Fig. 1: run 1, sequential cells colored by netlist name
Scale: 3 px per µm.
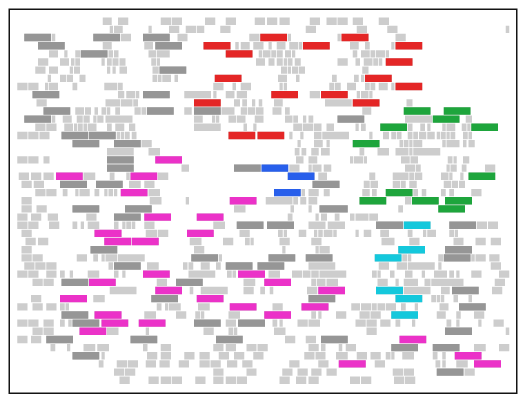
Fig. 2: run 1, clock network drawn from the DEF
Scale: 3 px per µm.
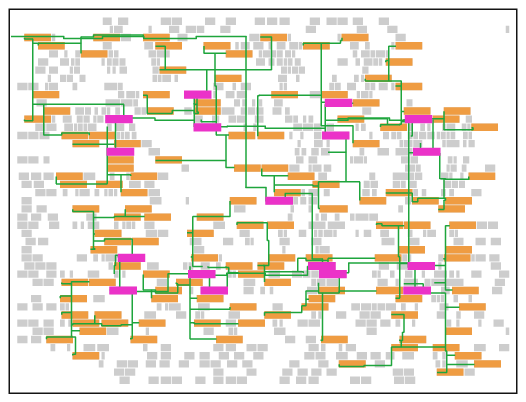
Fig. 3: run 1, power grid
Scale: 2 px per µm. Pins as bars on the die edge.
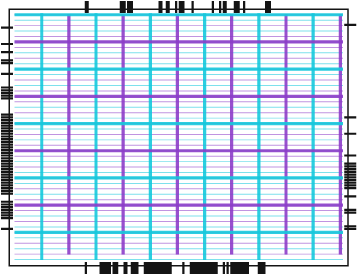
==> src/rtl/mcb_sched_pkg.sv <==
// Shared types and constants for the MCB command-port scheduler.
package mcb_sched_pkg;

   typedef enum logic [2:0] {
      ST_IDLE    = 3'd0,
      ST_WR_DATA = 3'd1,
      ST_WR_CMD  = 3'd2,
      ST_RD_CMD  = 3'd3,
      ST_RD_DATA = 3'd4
   } sched_state_t;

   localparam logic [2:0] MCB_INSTR_WR = 3'b000;
   localparam logic [2:0] MCB_INSTR_RD = 3'b001;

   localparam int MCB_BL_MAX = 64;

   // A burst is legal when it moves at least one word and no more than bl_max.
   function automatic logic len_legal(input logic [6:0] len, input int bl_max);
      return (len != 7'd0) && ({25'd0, len} <= 32'(bl_max));
   endfunction

endpackage

==> src/rtl/mcb_rr_arb2.sv <==
// Two-way round-robin picker. The last-served side only changes when the
// scheduler accepts the pick, so a refused request does not rotate priority.
module mcb_rr_arb2 (
   input  logic clk,
   input  logic rst,
   input  logic req_wr,
   input  logic req_rd,
   input  logic accept,
   output logic pick_wr,
   output logic pick_rd
);

   logic last_rd_reg;

   // On a tie the side that was not served last wins; a lone request always wins.
   always_comb begin
      pick_wr = 1'b0;
      pick_rd = 1'b0;
      if (req_wr && req_rd) begin
         pick_wr = last_rd_reg;
         pick_rd = !last_rd_reg;
      end else begin
         pick_wr = req_wr;
         pick_rd = req_rd;
      end
   end

   // Last-served starts as "read" so the first tie goes to the write side.
   always_ff @(posedge clk or posedge rst) begin
      if (rst)
         last_rd_reg <= 1'b1;
      else if (accept)
         last_rd_reg <= pick_rd;
   end

endmodule

==> src/rtl/mcb_port_sched.sv <==
// Shares one MCB command port between a write-burst and a read-burst engine.
// Writes push data before the WRITE command; reads issue READ before data.
// All outputs are registered; a watchdog bounds each data phase.
module mcb_port_sched
   import mcb_sched_pkg::*;
#(
   parameter int ADDR_W  = 30,
   parameter int BL_MAX  = MCB_BL_MAX,
   parameter int TIMEOUT = 4096,
   parameter int CNT_W   = 16
) (
   input  logic              clk,
   input  logic              rst,
   input  logic              wr_req,
   input  logic              rd_req,
   input  logic [ADDR_W-1:0] wr_addr,
   input  logic [ADDR_W-1:0] rd_addr,
   input  logic [6:0]        wr_len,
   input  logic [6:0]        rd_len,
   output logic              wr_gnt,
   output logic              rd_gnt,
   input  logic              wr_data_done,
   input  logic              rd_data_done,
   output logic              wr_reject,
   output logic              rd_reject,
   input  logic              cmd_full,
   output logic              cmd_en,
   output logic [2:0]        cmd_instr,
   output logic [ADDR_W-1:0] cmd_byte_addr,
   output logic [5:0]        cmd_bl,
   output logic [CNT_W-1:0]  wr_cmd_cnt,
   output logic [CNT_W-1:0]  rd_cmd_cnt,
   output logic              timeout_err,
   input  logic              err_clr
);

   localparam int TIMER_W = (TIMEOUT > 2) ? $clog2(TIMEOUT) : 1;
   localparam logic [TIMER_W-1:0] TMO_LAST = TIMER_W'(TIMEOUT - 1);

   sched_state_t      state_reg, state_next;
   logic              wr_gnt_reg, wr_gnt_next;
   logic              rd_gnt_reg, rd_gnt_next;
   logic              wr_reject_reg, wr_reject_next;
   logic              rd_reject_reg, rd_reject_next;
   logic              cmd_en_reg, cmd_en_next;
   logic [2:0]        cmd_instr_reg, cmd_instr_next;
   logic [ADDR_W-1:0] cmd_addr_reg, cmd_addr_next;
   logic [5:0]        cmd_bl_reg, cmd_bl_next;
   logic [ADDR_W-1:0] lat_addr_reg, lat_addr_next;
   logic [6:0]        lat_len_reg, lat_len_next;
   logic [TIMER_W-1:0] timer_reg, timer_next;
   logic [CNT_W-1:0]  wr_cnt_reg, rd_cnt_reg;
   logic              timeout_err_reg;
   logic              issue_wr, issue_rd, timeout_set, accept;
   logic              pick_wr, pick_rd;

   mcb_rr_arb2 u_arb (
      .clk     (clk),
      .rst     (rst),
      .req_wr  (wr_req),
      .req_rd  (rd_req),
      .accept  (accept),
      .pick_wr (pick_wr),
      .pick_rd (pick_rd)
   );

   // Next-state and next-output logic; command fields are loaded with each strobe.
   always_comb begin
      state_next     = state_reg;
      wr_gnt_next    = wr_gnt_reg;
      rd_gnt_next    = rd_gnt_reg;
      wr_reject_next = 1'b0;
      rd_reject_next = 1'b0;
      cmd_en_next    = 1'b0;
      cmd_instr_next = cmd_instr_reg;
      cmd_addr_next  = cmd_addr_reg;
      cmd_bl_next    = cmd_bl_reg;
      lat_addr_next  = lat_addr_reg;
      lat_len_next   = lat_len_reg;
      timer_next     = timer_reg;
      issue_wr       = 1'b0;
      issue_rd       = 1'b0;
      timeout_set    = 1'b0;
      accept         = 1'b0;

      case (state_reg)
         ST_IDLE: begin
            if (pick_wr) begin
               lat_addr_next = wr_addr;
               lat_len_next  = wr_len;
               if (len_legal(wr_len, BL_MAX)) begin
                  wr_gnt_next = 1'b1;
                  accept      = 1'b1;
                  timer_next  = '0;
                  state_next  = ST_WR_DATA;
               end else begin
                  wr_reject_next = 1'b1;
               end
            end else if (pick_rd) begin
               lat_addr_next = rd_addr;
               lat_len_next  = rd_len;
               if (len_legal(rd_len, BL_MAX)) begin
                  rd_gnt_next = 1'b1;
                  accept      = 1'b1;
                  state_next  = ST_RD_CMD;
               end else begin
                  rd_reject_next = 1'b1;
               end
            end
         end
         ST_WR_DATA: begin
            // Done beats the watchdog; a free FIFO lets the command go out next cycle.
            if (wr_data_done) begin
               state_next = ST_WR_CMD;
               issue_wr   = !cmd_full;
            end else if (timer_reg == TMO_LAST) begin
               timeout_set = 1'b1;
               wr_gnt_next = 1'b0;
               state_next  = ST_IDLE;
            end else begin
               timer_next = timer_reg + 1'b1;
            end
         end
         ST_WR_CMD: begin
            if (cmd_en_reg) begin
               wr_gnt_next = 1'b0;
               state_next  = ST_IDLE;
            end else begin
               issue_wr = !cmd_full;
            end
         end
         ST_RD_CMD: begin
            if (cmd_en_reg) begin
               timer_next = '0;
               state_next = ST_RD_DATA;
            end else begin
               issue_rd = !cmd_full;
            end
         end
         ST_RD_DATA: begin
            if (rd_data_done) begin
               rd_gnt_next = 1'b0;
               state_next  = ST_IDLE;
            end else if (timer_reg == TMO_LAST) begin
               timeout_set = 1'b1;
               rd_gnt_next = 1'b0;
               state_next  = ST_IDLE;
            end else begin
               timer_next = timer_reg + 1'b1;
            end
         end
         default: state_next = ST_IDLE;
      endcase

      if (issue_wr || issue_rd) begin
         cmd_en_next    = 1'b1;
         cmd_instr_next = issue_rd ? MCB_INSTR_RD : MCB_INSTR_WR;
         cmd_addr_next  = lat_addr_reg;
         cmd_bl_next    = 6'(lat_len_reg - 7'd1);
      end
   end

   // State, grant/strobe and command-field registers.
   always_ff @(posedge clk or posedge rst) begin
      if (rst) begin
         state_reg     <= ST_IDLE;
         wr_gnt_reg    <= 1'b0;
         rd_gnt_reg    <= 1'b0;
         wr_reject_reg <= 1'b0;
         rd_reject_reg <= 1'b0;
         cmd_en_reg    <= 1'b0;
         cmd_instr_reg <= 3'b000;
         cmd_addr_reg  <= '0;
         cmd_bl_reg    <= 6'd0;
         lat_addr_reg  <= '0;
         lat_len_reg   <= 7'd0;
         timer_reg     <= '0;
      end else begin
         state_reg     <= state_next;
         wr_gnt_reg    <= wr_gnt_next;
         rd_gnt_reg    <= rd_gnt_next;
         wr_reject_reg <= wr_reject_next;
         rd_reject_reg <= rd_reject_next;
         cmd_en_reg    <= cmd_en_next;
         cmd_instr_reg <= cmd_instr_next;
         cmd_addr_reg  <= cmd_addr_next;
         cmd_bl_reg    <= cmd_bl_next;
         lat_addr_reg  <= lat_addr_next;
         lat_len_reg   <= lat_len_next;
         timer_reg     <= timer_next;
      end
   end

   // Debug counters and sticky timeout flag; a clear overrides a same-cycle update.
   always_ff @(posedge clk or posedge rst) begin
      if (rst) begin
         wr_cnt_reg      <= '0;
         rd_cnt_reg      <= '0;
         timeout_err_reg <= 1'b0;
      end else if (err_clr) begin
         wr_cnt_reg      <= '0;
         rd_cnt_reg      <= '0;
         timeout_err_reg <= 1'b0;
      end else begin
         if (issue_wr && (wr_cnt_reg != '1))
            wr_cnt_reg <= wr_cnt_reg + 1'b1;
         if (issue_rd && (rd_cnt_reg != '1))
            rd_cnt_reg <= rd_cnt_reg + 1'b1;
         if (timeout_set)
            timeout_err_reg <= 1'b1;
      end
   end

   assign wr_gnt        = wr_gnt_reg;
   assign rd_gnt        = rd_gnt_reg;
   assign wr_reject     = wr_reject_reg;
   assign rd_reject     = rd_reject_reg;
   assign cmd_en        = cmd_en_reg;
   assign cmd_instr     = cmd_instr_reg;
   assign cmd_byte_addr = cmd_addr_reg;
   assign cmd_bl        = cmd_bl_reg;
   assign wr_cmd_cnt    = wr_cnt_reg;
   assign rd_cmd_cnt    = rd_cnt_reg;
   assign timeout_err   = timeout_err_reg;

endmodule

==> config.mk <==
export PLATFORM = sky130hd
export DESIGN_NAME = mcb_port_sched
export DESIGN_NICKNAME = d
export VERILOG_FILES = /design/src/rtl/mcb_sched_pkg.sv /design/src/rtl/mcb_rr_arb2.sv /design/src/rtl/mcb_port_sched.sv
export SDC_FILE = /design/constraint.sdc
export NUM_CORES = 1
export LEC_CHECK = 0
export CAP_MARGIN = 20
export CORE_ASPECT_RATIO = 0.75
export CORE_MARGIN = 2
export CORE_UTILIZATION = 30
export CTS_CLUSTER_DIAMETER = 50
export DETAILED_ROUTE_END_ITERATION = 8
export GPL_ROUTABILITY_DRIVEN = 0
export PLACE_DENSITY_LB_ADDON = 0.05
export SETUP_SLACK_MARGIN = 0.1
export SLEW_MARGIN = 20
export SYNTH_ARGS = -nofsm -noshare
export SYNTH_HDL_FRONTEND = slang
export SYNTH_SLANG_ARGS = --single-unit
==> constraint.sdc <==
create_clock -name clk -period 7.12 [get_ports clk]
set_clock_uncertainty 0.1 [all_clocks]
set_input_delay 1.424 -clock clk [delete_from_list [all_inputs] [get_ports clk]]
set_output_delay 1.424 -clock clk [all_outputs]
set_load 0.01 [all_outputs]
==> flow_summary.yaml, run 1 <==
# yosys + openroad results
run_status:
  run_status: "finished, final reports clean"
clock_tree:
  cts-root-buf: "clkbuf_16"
  ctsHtreeMaxLevel: 4
  cts_tree: "done"
  post-cts-setup-buffers: 0
  post_cts_resized: 0
  cts.clk_slew.worst_paths_ns: 0.06
layout:
  largestClassByArea: "flip-flops and latches"
  stdcell_count: 1018
  nClkBuffers: 19
  comb-cell-share: 0.3275
  logic_gates: 427
  areaGrowthSynthToFinish_pct: 39.38
  design_area_mm2: 0.008503
  clock_cell_area_share: 0.06695
  buf_share: 0.1872
  mi_logic_area_mm2: 0.002785
  drive_above_1_share: 0.1105
pwr:
  leakagePower_nw: 3.516
  internal-power_w: 0.001968
setup_path:
  reg2reg_depth: 5
  cp.depth: 6
  slowest_stage: "and2_2"
  critical_path.startpoint: "wr_data_done"
  setup.worst_path.end_class: "flop"
  critPathCapture: "cmd_byte_addr[26]$_DFFE_PP0P_"
  startpoint_type: "input pin"
  r2r_start: "state_reg[0]$_DFFE_PP0P_"
synthesis:
  top_area_cell: "dfrtp_1"
  postSynthSeqShare: 0.5211
  synthTopCellsByArea: "dfrtp_1 (52%), mux2i_1 (6.1%), mux2_2 (5.5%), o21ai_0 (4.8%), xnor2_1 (4.5%)"
  synthTopCellsByCount: "dfrtp_1 (126), nand2_1 (70), o21ai_0 (59)"
  synth_flops: 127
  top_cell: "dfrtp_1"
  synth_top_flop_cell: "dfrtp_1"
  edf_count: 0
  syn_inst: 595
  ys_warn_count: 0
  async_reset_ff_frac: 1.000
  synthAoiAreaFrac: 0.1048
  ys_area_mm2: 0.006101
  synth_top_area_share: 0.5168
  synth-simple-area-share: 0.1739
grt:
  top_usage_layer: "met2"
  use_met1: 0.2071
  grt_pass1_vias: 4904
  grtUsageTotal: 0.1553
  grt_max_degree: 73
drt:
  wl_per_cell_um: 15.51
  drt_pre_antenna_iters: 5
  route.met2.wl_um: 7105
  antenna_left: 0
  first_iter_violations: 232
  dr.max_layer_used: "met4"
die:
  dieArea_mm2: 0.02150
hold_path:
  whs_path_depth: 2
  hold_class: "flop to flop"
  hold_end: "lat_addr_reg[19]$_DFFE_PP0P_"
sta:
  totalNegativeSetupSlack_ns: 0
  hold_viol: 0
  slew_headroom: 0.2428
  min_period_ns: 3.774
  finalSetupViolations: 0
  worst_pin_slew_ns: 1.125
placement:
  pre_cts_ws_ns: 2.884
  port_buffers: 156
flow_run:
  log.warning_count: 26
  maxCapViolCount: 0
About Fig. 1:
legend:
  lat_len_reg:
    color: cyan
    flops: 6
  cmd_byte_addr:
    color: magenta
    flops: 30
  timer_reg:
    color: green
    flops: 12
    where: right middle
  state_reg:
    color: blue
    flops: 3
  wr_cmd_cnt:
    color: red
    flops: 16
sequential portion of the cell area: 0.3739
Core Util, Final: 0.4230
P_seq: 0.00111 W
register area: 0.003179 mm²

About Fig. 2:
legend:
  flip-flops:
    color: orange
    count: 127
  clock-net drivers:
    color: magenta
    count: 17
  clock wires:
    color: green
    length: 1,980 µm
routed clock nets: 18
Clock power frac: 0.283
Late-Pin Clk Latency: 0.43 ns
P_clk: 0.000836 W

About Fig. 3:
legend:
  VDD:
    color: purple
  VSS:
    color: cyan
met4 straps: 12
signal pins: 159
met1 rails: 46
rows: 45
Die Wd: 168.7 µm
Die Ht: 127.5 µm

Fig. 4: run 1, track usage over the die
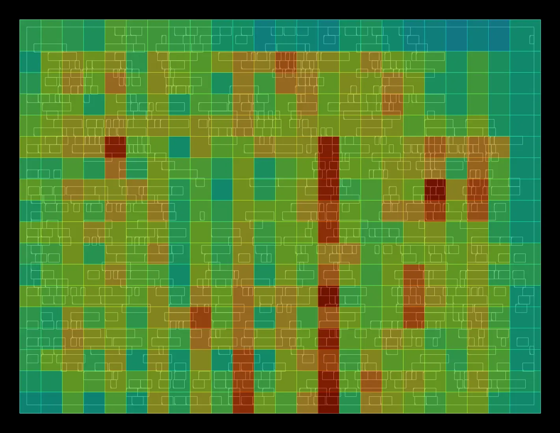

--- run 2 (diff from run 1) ---
==> constraint.sdc (replaced) <==
create_clock -name clk -period 3.15 [get_ports clk]
set_clock_uncertainty 0.1 [all_clocks]
set_input_delay 0.63 -clock clk [delete_from_list [all_inputs] [get_ports clk]]
set_output_delay 0.63 -clock clk [all_outputs]
set_load 0.01 [all_outputs]
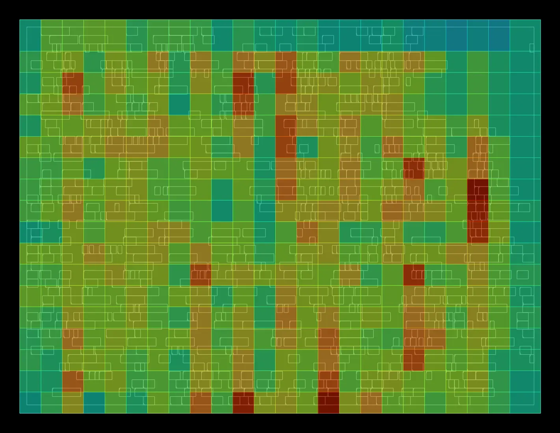
Fig. 5. Track usage over the die (run 2).
grt peak-use layer: met2
Core Util, Final: 0.4316
met3 usage: 0.05081
total track usage: 0.1575

==> flow_summary.yaml, run 2 <==
# yosys + openroad results
placement:
  pre_cts_ws_ns: 0.1185
synthesis:
  top_cell: "dfrtp_1"
  ys_warn_count: 0
  synth_flops: 127
  synth_top_area_share: 0.5168
  edf_count: 0
  synth_top_flop_cell: "dfrtp_1"
  synthTopCellsByCount: "dfrtp_1 (126), nand2_1 (70), o21ai_0 (59)"
  synthTopCellsByArea: "dfrtp_1 (52%), mux2i_1 (6.1%), mux2_2 (5.5%), o21ai_0 (4.8%), xnor2_1 (4.5%)"
  top_area_cell: "dfrtp_1"
  synth-simple-area-share: 0.1739
  ys_area_mm2: 0.006101
clock_tree:
  post_cts_resized: 0
  cts_tree: "done"
  cts-root-buf: "clkbuf_16"
  post-cts-setup-buffers: 0
  cts.clk_slew.worst_paths_ns: 0.06
  insertion_delay_ns: 0.42
layout:
  areaGrowthSynthToFinish_pct: 42.21
  design_area_mm2: 0.008676
  seq_share: 0.3665
  logic_gates: 427
  buf_share: 0.1993
  mi_logic_area_mm2: 0.002784
  nClkBuffers: 18
  comb-cell-share: 0.3209
  antenna_cells: 0
  largestClassByArea: "flip-flops and latches"
  clock_cell_area_share: 0.06966
  seq_area_mm2: 0.003179
  stdcell_count: 1028
die:
  die_w_um: 168.7
  dieArea_mm2: 0.02150
  die_y_um: 127.5
sta:
  hold_viol: 0
  totalNegativeSetupSlack_ns: 0
  slew_headroom: 0.4464
  finalSetupViolations: 0
  worst_pin_slew_ns: 0.8235
run_status:
  run_status: "finished, final reports clean"
setup_path:
  setup.worst_path.end_class: "flop"
  reg2reg_depth: 5
  crit_required_ns: 3.34
  startpoint_type: "input pin"
  r2r_start: "state_reg[1]$_DFFE_PP0P_"
  critPathCapture: "timer_reg[8]$_DFFE_PP0P_"
  critical_path.startpoint: "wr_len[3]"
  cp.depth: 6
  slowest_stage: "or4_1"
pwr:
  leakagePower_nw: 3.601
  p_clk_frac: 0.295
  pg_seq_w: 0.00250
  peakVddDrop_v: 0.0003727
  pg_clk_w: 0.00203
drt:
  dr.max_layer_used: "met4"
  antenna_left: 0
  wl_per_cell_um: 15.55
  first_iter_violations: 212
  drt_pre_antenna_iters: 4
  route.met2.wl_um: 7145
grt:
  grt_max_degree: 69
  grt_pass1_vias: 5108
  use_met1: 0.2114
hold_path:
  worstHoldStart: "lat_addr_reg[26]$_DFFE_PP0P_"
  hold_end: "lat_addr_reg[26]$_DFFE_PP0P_"
  hold_class: "flop to flop"
flow_run:
  log.warning_count: 26
No activity file was given, so power comes from the tool's default toggle rates.
